$ cat src/rtl/unidade_controle_ula_mc.sv
// Multicycle MIPS32 control FSM: decodes opcode/funct into ALU code and operand selects,
// sequences datapath strobes and handshakes with a variable-latency memory.
module unidade_controle_ula_mc #(
   parameter int unsigned TIMEOUT_CICLOS = 255,
   parameter int unsigned LARG_CONT      = 8
) (
   input  logic       clk,
   input  logic       reset,
   input  logic [5:0] opcode,
   input  logic [5:0] funct,
   input  logic       zero_flag,
   input  logic       mem_pronta,
   output logic [3:0] codigo_controle,
   output logic       ir_escreve,
   output logic       pc_escreve,
   output logic       mem_le,
   output logic       mem_escreve,
   output logic       iord,
   output logic       reg_escreve,
   output logic [1:0] sel_wb,
   output logic [1:0] sel_ula_a,
   output logic [2:0] sel_ula_b,
   output logic [1:0] sel_pc,
   output logic [3:0] estado,
   output logic [1:0] erro
);

   typedef enum logic [3:0] {
      ST_BUSCA  = 4'd0,  ST_DECOD  = 4'd1,  ST_END    = 4'd2,  ST_LEMEM  = 4'd3,
      ST_ESCMEM = 4'd4,  ST_WBMEM  = 4'd5,  ST_EXR    = 4'd6,  ST_WBR    = 4'd7,
      ST_DESVIO = 4'd8,  ST_SALTO  = 4'd9,  ST_EXI    = 4'd10, ST_WBI    = 4'd11,
      ST_JAL    = 4'd12, ST_JR     = 4'd13, ST_TRAP   = 4'd14
   } estado_t;

   localparam logic [5:0] OP_R    = 6'b000000;
   localparam logic [5:0] OP_LW   = 6'b100011;
   localparam logic [5:0] OP_SW   = 6'b101011;
   localparam logic [5:0] OP_BEQ  = 6'b000100;
   localparam logic [5:0] OP_BNE  = 6'b000101;
   localparam logic [5:0] OP_J    = 6'b000010;
   localparam logic [5:0] OP_JAL  = 6'b000011;
   localparam logic [5:0] OP_ADDI = 6'b001000;
   localparam logic [5:0] OP_SLTI = 6'b001010;
   localparam logic [5:0] OP_SLTIU= 6'b001011;
   localparam logic [5:0] OP_ANDI = 6'b001100;
   localparam logic [5:0] OP_ORI  = 6'b001101;
   localparam logic [5:0] OP_XORI = 6'b001110;
   localparam logic [5:0] OP_LUI  = 6'b001111;
   localparam logic [5:0] FN_JR   = 6'b001000;

   // Timeout fires on the wait cycle whose count would reach TIMEOUT_CICLOS.
   localparam logic [LARG_CONT-1:0] LIMITE = LARG_CONT'(TIMEOUT_CICLOS - 1);

   estado_t              r_estado, w_prox;
   logic [LARG_CONT-1:0] r_contador;
   logic [1:0]           r_erro, w_erro_prox;
   logic                 w_estouro, w_espera;

   logic       w_r_valido, w_r_shift;
   logic [3:0] w_r_cod, w_i_cod;
   logic       w_i_zext, w_i_lui;

   logic [3:0] w_cod;
   logic       w_ir, w_pcw, w_mle, w_mes, w_iord, w_rw;
   logic [1:0] w_wb, w_a, w_pc;
   logic [2:0] w_b;

   always_comb begin
      w_r_valido = 1'b1;
      w_r_shift  = 1'b0;
      w_r_cod    = 4'b0000;
      case (funct)
         6'b100000: w_r_cod = 4'b0000;
         6'b100010: w_r_cod = 4'b0001;
         6'b100100: w_r_cod = 4'b0010;
         6'b100101: w_r_cod = 4'b0011;
         6'b100110: w_r_cod = 4'b0101;
         6'b100111: w_r_cod = 4'b0110;
         6'b101010: w_r_cod = 4'b0100;
         6'b101011: w_r_cod = 4'b1010;
         6'b000000: begin w_r_cod = 4'b0111; w_r_shift = 1'b1; end
         6'b000010: begin w_r_cod = 4'b1000; w_r_shift = 1'b1; end
         6'b000011: begin w_r_cod = 4'b1001; w_r_shift = 1'b1; end
         default:   w_r_valido = 1'b0;
      endcase
   end

   always_comb begin
      w_i_cod  = 4'b0000;
      w_i_zext = 1'b0;
      w_i_lui  = 1'b0;
      case (opcode)
         OP_SLTI:  w_i_cod = 4'b0100;
         OP_SLTIU: w_i_cod = 4'b1010;
         OP_ANDI:  begin w_i_cod = 4'b0010; w_i_zext = 1'b1; end
         OP_ORI:   begin w_i_cod = 4'b0011; w_i_zext = 1'b1; end
         OP_XORI:  begin w_i_cod = 4'b0101; w_i_zext = 1'b1; end
         OP_LUI:   begin w_i_cod = 4'b0111; w_i_lui  = 1'b1; end
         default:  w_i_cod = 4'b0000;
      endcase
   end

   assign w_estouro = (r_contador == LIMITE);
   assign w_espera  = (r_estado == ST_BUSCA) || (r_estado == ST_LEMEM) || (r_estado == ST_ESCMEM);

   always_comb begin
      w_prox      = r_estado;
      w_erro_prox = r_erro;
      w_cod = 4'b0000;
      w_ir  = 1'b0; w_pcw = 1'b0; w_mle = 1'b0; w_mes = 1'b0; w_iord = 1'b0; w_rw = 1'b0;
      w_wb  = 2'b00; w_a = 2'b00; w_b = 3'b000; w_pc = 2'b00;
      case (r_estado)
         ST_BUSCA: begin
            w_mle = 1'b1;
            w_b   = 3'b001;
            if (mem_pronta) begin
               w_ir   = 1'b1;
               w_pcw  = 1'b1;
               w_prox = ST_DECOD;
            end else if (w_estouro) begin
               w_prox      = ST_TRAP;
               w_erro_prox = 2'b10;
            end
         end
         ST_DECOD: begin
            w_b = 3'b110;
            case (opcode)
               OP_R:           w_prox = (funct == FN_JR) ? ST_JR : ST_EXR;
               OP_LW, OP_SW:   w_prox = ST_END;
               OP_BEQ, OP_BNE: w_prox = ST_DESVIO;
               OP_J:           w_prox = ST_SALTO;
               OP_JAL:         w_prox = ST_JAL;
               OP_ADDI, OP_SLTI, OP_SLTIU, OP_ANDI, OP_ORI, OP_XORI, OP_LUI:
                               w_prox = ST_EXI;
               default: begin
                  w_prox      = ST_TRAP;
                  w_erro_prox = 2'b01;
               end
            endcase
         end
         ST_END: begin
            w_a    = 2'b01;
            w_b    = 3'b010;
            w_prox = (opcode == OP_SW) ? ST_ESCMEM : ST_LEMEM;
         end
         ST_LEMEM: begin
            w_mle  = 1'b1;
            w_iord = 1'b1;
            if (mem_pronta) begin
               w_prox = ST_WBMEM;
            end else if (w_estouro) begin
               w_prox      = ST_TRAP;
               w_erro_prox = 2'b10;
            end
         end
         ST_ESCMEM: begin
            w_mes  = 1'b1;
            w_iord = 1'b1;
            if (mem_pronta) begin
               w_prox = ST_BUSCA;
            end else if (w_estouro) begin
               w_prox      = ST_TRAP;
               w_erro_prox = 2'b10;
            end
         end
         ST_WBMEM: begin
            w_rw   = 1'b1;
            w_wb   = 2'b10;
            w_prox = ST_BUSCA;
         end
         ST_EXR: begin
            if (w_r_valido) begin
               w_cod  = w_r_cod;
               w_a    = w_r_shift ? 2'b10 : 2'b01;
               w_b    = w_r_shift ? 3'b100 : 3'b000;
               w_prox = ST_WBR;
            end else begin
               w_prox      = ST_TRAP;
               w_erro_prox = 2'b01;
            end
         end
         ST_WBR: begin
            w_rw   = 1'b1;
            w_prox = ST_BUSCA;
         end
         ST_DESVIO: begin
            w_a    = 2'b01;
            w_cod  = 4'b0001;
            w_pc   = 2'b01;
            w_pcw  = (opcode == OP_BEQ) ? zero_flag : ~zero_flag;
            w_prox = ST_BUSCA;
         end
         ST_SALTO: begin
            w_pcw  = 1'b1;
            w_pc   = 2'b10;
            w_prox = ST_BUSCA;
         end
         ST_EXI: begin
            w_cod  = w_i_cod;
            w_a    = w_i_lui ? 2'b11 : 2'b01;
            w_b    = w_i_lui ? 3'b101 : (w_i_zext ? 3'b011 : 3'b010);
            w_prox = ST_WBI;
         end
         ST_WBI: begin
            w_rw   = 1'b1;
            w_wb   = 2'b01;
            w_prox = ST_BUSCA;
         end
         ST_JAL: begin
            w_rw   = 1'b1;
            w_wb   = 2'b11;
            w_pcw  = 1'b1;
            w_pc   = 2'b10;
            w_prox = ST_BUSCA;
         end
         ST_JR: begin
            w_a    = 2'b01;
            w_cod  = 4'b1011;
            w_pcw  = 1'b1;
            w_prox = ST_BUSCA;
         end
         ST_TRAP:  w_prox = ST_TRAP;
         default:  w_prox = ST_BUSCA;
      endcase
   end

   always_ff @(posedge clk) begin
      if (reset) begin
         r_estado   <= ST_BUSCA;
         r_contador <= '0;
         r_erro     <= 2'b00;
      end else begin
         r_estado <= w_prox;
         r_erro   <= w_erro_prox;
         if (w_prox != r_estado) begin
            r_contador <= '0;
         end else if (w_espera && !mem_pronta) begin
            r_contador <= r_contador + LARG_CONT'(1);
         end
      end
   end

   // Strobes are suppressed while reset is held so no write lands on a reset cycle.
   assign ir_escreve      = w_ir  & ~reset;
   assign pc_escreve      = w_pcw & ~reset;
   assign mem_le          = w_mle & ~reset;
   assign mem_escreve     = w_mes & ~reset;
   assign reg_escreve     = w_rw  & ~reset;
   assign iord            = w_iord;
   assign codigo_controle = w_cod;
   assign sel_wb          = w_wb;
   assign sel_ula_a       = w_a;
   assign sel_ula_b       = w_b;
   assign sel_pc          = w_pc;
   assign estado          = r_estado;
   assign erro            = r_erro;

endmodule

$ cat config.mk
export PLATFORM = sky130hd
export DESIGN_NAME = unidade_controle_ula_mc
export DESIGN_NICKNAME = d
export VERILOG_FILES = /design/src/rtl/unidade_controle_ula_mc.sv
export SDC_FILE = /design/constraint.sdc
export NUM_CORES = 1
export LEC_CHECK = 0
export CAP_MARGIN = 30
export CORE_AREA = 3 3 63 65
export DETAILED_ROUTE_END_ITERATION = 6
export DIE_AREA = 0 0 66 68
export HOLD_SLACK_MARGIN = 0.12
export PLACE_DENSITY = 0.8
export SLEW_MARGIN = 20
export SYNTH_ARGS = -nofsm -noshare
export SYNTH_HDL_FRONTEND = slang
export SYNTH_SLANG_ARGS = --single-unit
$ cat constraint.sdc
create_clock -name clk -period 2.3 [get_ports clk]
set_input_delay 0.345 -clock clk [delete_from_list [all_inputs] [get_ports clk]]
set_output_delay 0.345 -clock clk [all_outputs]
set_load 0.05 [all_outputs]
==> impl_report.txt <==
==== FLOW RESULTS ====
----------------------------------------------------
[Run]
  Log Warnings ........................ 28
  Max-cap violations ........................ 0

[Global routing]
  Met3 routing resource usage after global routing ........................ 0.0427
  GRT met1 Usage ........................ 0.359

[Synth]
  Most numerous cell types in the synthesized netlist ........................ 24 x sky130_fd_sc_hd__nor2_1, 15 x sky130_fd_sc_hd__nand2_1, 14 x sky130_fd_sc_hd__dfxtp_1, 14 x sky130_fd_sc_hd__inv_1
  Asr flop ratio synth ........................ 0
  Adder and majority cell fraction of the synthesized area ........................ 0.0151
  Chip Area, Yosys ........................ 1660 um^2
  Count of mapped cells out of synthesis ........................ about 240
  Dominant combinational family ........................ simple AND/OR/NAND/NOR gates
  Post-synthesis cell type with the largest combined area ........................ sky130_fd_sc_hd__dfxtp_1
  Dominant cell area share ........................ 0.169
  Top cells by area in the synthesized netlist ........................ sky130_fd_sc_hd__dfxtp_1 17%, sky130_fd_sc_hd__nor2_1 5.4%, sky130_fd_sc_hd__xnor2_1 5.3%
  EDFF count, synth ........................ 0
  Cell variety after synth ........................ 61
  Post-synth design cell area ........................ 1660 um^2

[Place]
  Post-place instance area ........................ about 2600 um^2
  Total instance count after detailed placement ........................ 352
  Port bufs ........................ 40

[Power]
  Combinational cell fraction of total power ........................ 0.783
  Internal power ........................ approximately 0.0011 W
  Leading power group ........................ combinational cells
  Fraction of power consumed by sequential logic ........................ 0.134
  Switching Fraction ........................ 0.537
  Power dissipated in sequential cells ........................ 0.000313 W

[Floorplan]
  Area of the die ........................ 4490 um^2
  Well tap count ........................ 46
  Core Rows ........................ 21

[Finish]
  Antenna fix cells ........................ 0
  #MultiIn Comb ........................ 192
  Number of standard cells in the final layout excluding fillers ........................ 361
  Ratio of cells with drive above 1 in the final layout ........................ 0.378
  Non-clock inverter count ........................ 15
  # nets final ........................ 334
  Fraction of area in registers ........................ 0.103
  Flip-flop count of the largest register after layout ........................ 8
  Most frequent logic cell in the layout ........................ sky130_fd_sc_hd__buf_4
  Dominant class by area ........................ logic gates

[Timing]
  RSZ-0062 raised after global routing ........................ no
  TNS Setup ........................ 0 ns
  Fin. Hold Viols ........................ 0

[Critical path]
  Number of cells on the critical path ........................ 8
  FF-to-FF path depth ........................ 6
  Endpoint type of the worst setup path ........................ primary output
  Top cell by count, worst path ........................ sky130_fd_sc_hd__buf_4
  Crit Reg-Reg Startpoint ........................ estado[3]$_SDFF_PP0_
  Crit Path Class ........................ input pin to primary output
  Reg2Reg Setup Slack ........................ ~0.24 ns
  Worst Path Buf+Inv ........................ 4
  Crit path DRT ........................ slightly below 2 ns

[Route]
  Detail-routed via count per cell ........................ 6.42
  Uppermost routed layer ........................ met4
  Violation count after the first detailed-route iteration ........................ 386

[Clock tree]
  Clock slew at the register clock pins of the worst setup and hold paths ........................ ~0.090 ns
  Post-cts resize count ........................ 16
  Buffer levels on the longest clock path ........................ 2
  Post-CTS setup-driven buffer insertion count ........................ 5
  H-tree depth reported by CTS ........................ 1
  Clock tree from TritonCTS ........................ done
  Number of hold buffers added after cts ........................ 0
  Clock Tree Root ........................ sky130_fd_sc_hd__clkbuf_4

[Min path]
  Start point of the worst hold path ........................ erro[0]$_SDFFE_PP0P_

[Outcome]
  Status ........................ finished, final reports clean

----------------------------------------------------
Placement by cell class:
Scale: 6 px per um. Fill, decap, tap and diode cells in gray.
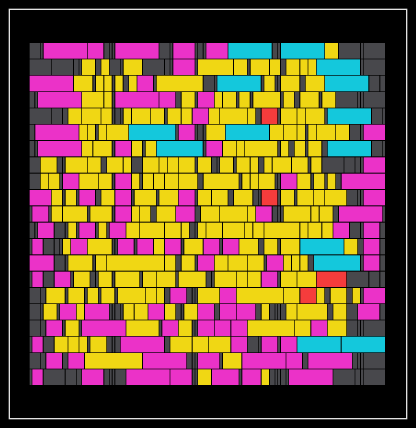
legend:
  red:
    class: clock drivers and dummy loads
    cells: 4
  magenta:
    class: other buffers and delay cells
    cells: 90
  yellow:
    class: combinational and other logic
    cells: 207
  cyan:
    class: flops
    cells: 14
CORE AREA: 3390 um^2
Finished Core Util: 0.815

Metal 2:
Scale: 6 px per um.
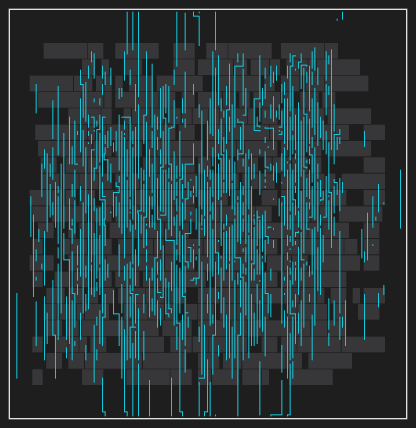
share of all routed wire: 48%
wire length on this layer: 3000 um
nets with wire on the layer: 301
main direction: vertical
longest straight run: 30.8 um
met2 usage in global routing: 0.487
overall via count from detail_route: 2317
total wire length after detailed routing: 6.23 mm

Clock routing:
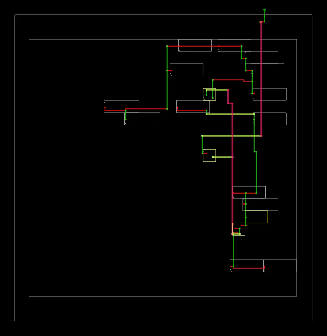
P_clk: 0.000192 W
total clock buffers created by CTS: 3
sink count of the clock tree: 14
skew final: 0.00130 ns
Insertion Delay late pin: 0.30 ns

Clock wires, drivers and flops:
Scale: 6 px per um.
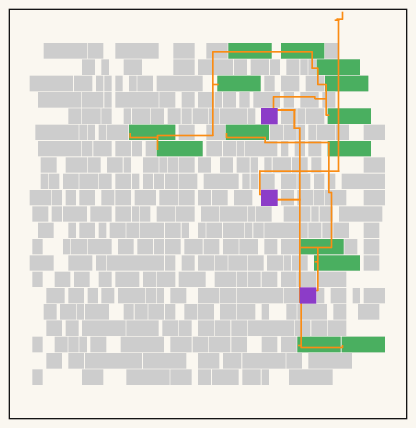
legend:
  orange:
    item: clock wires
    length: 234 um
  purple:
    item: clock drivers
    count: 3
  green:
    item: flip-flops
    count: 14
routed clock nets: 4
Clock Power Share: 0.082

Power is estimated from default activity; no workload was simulated.
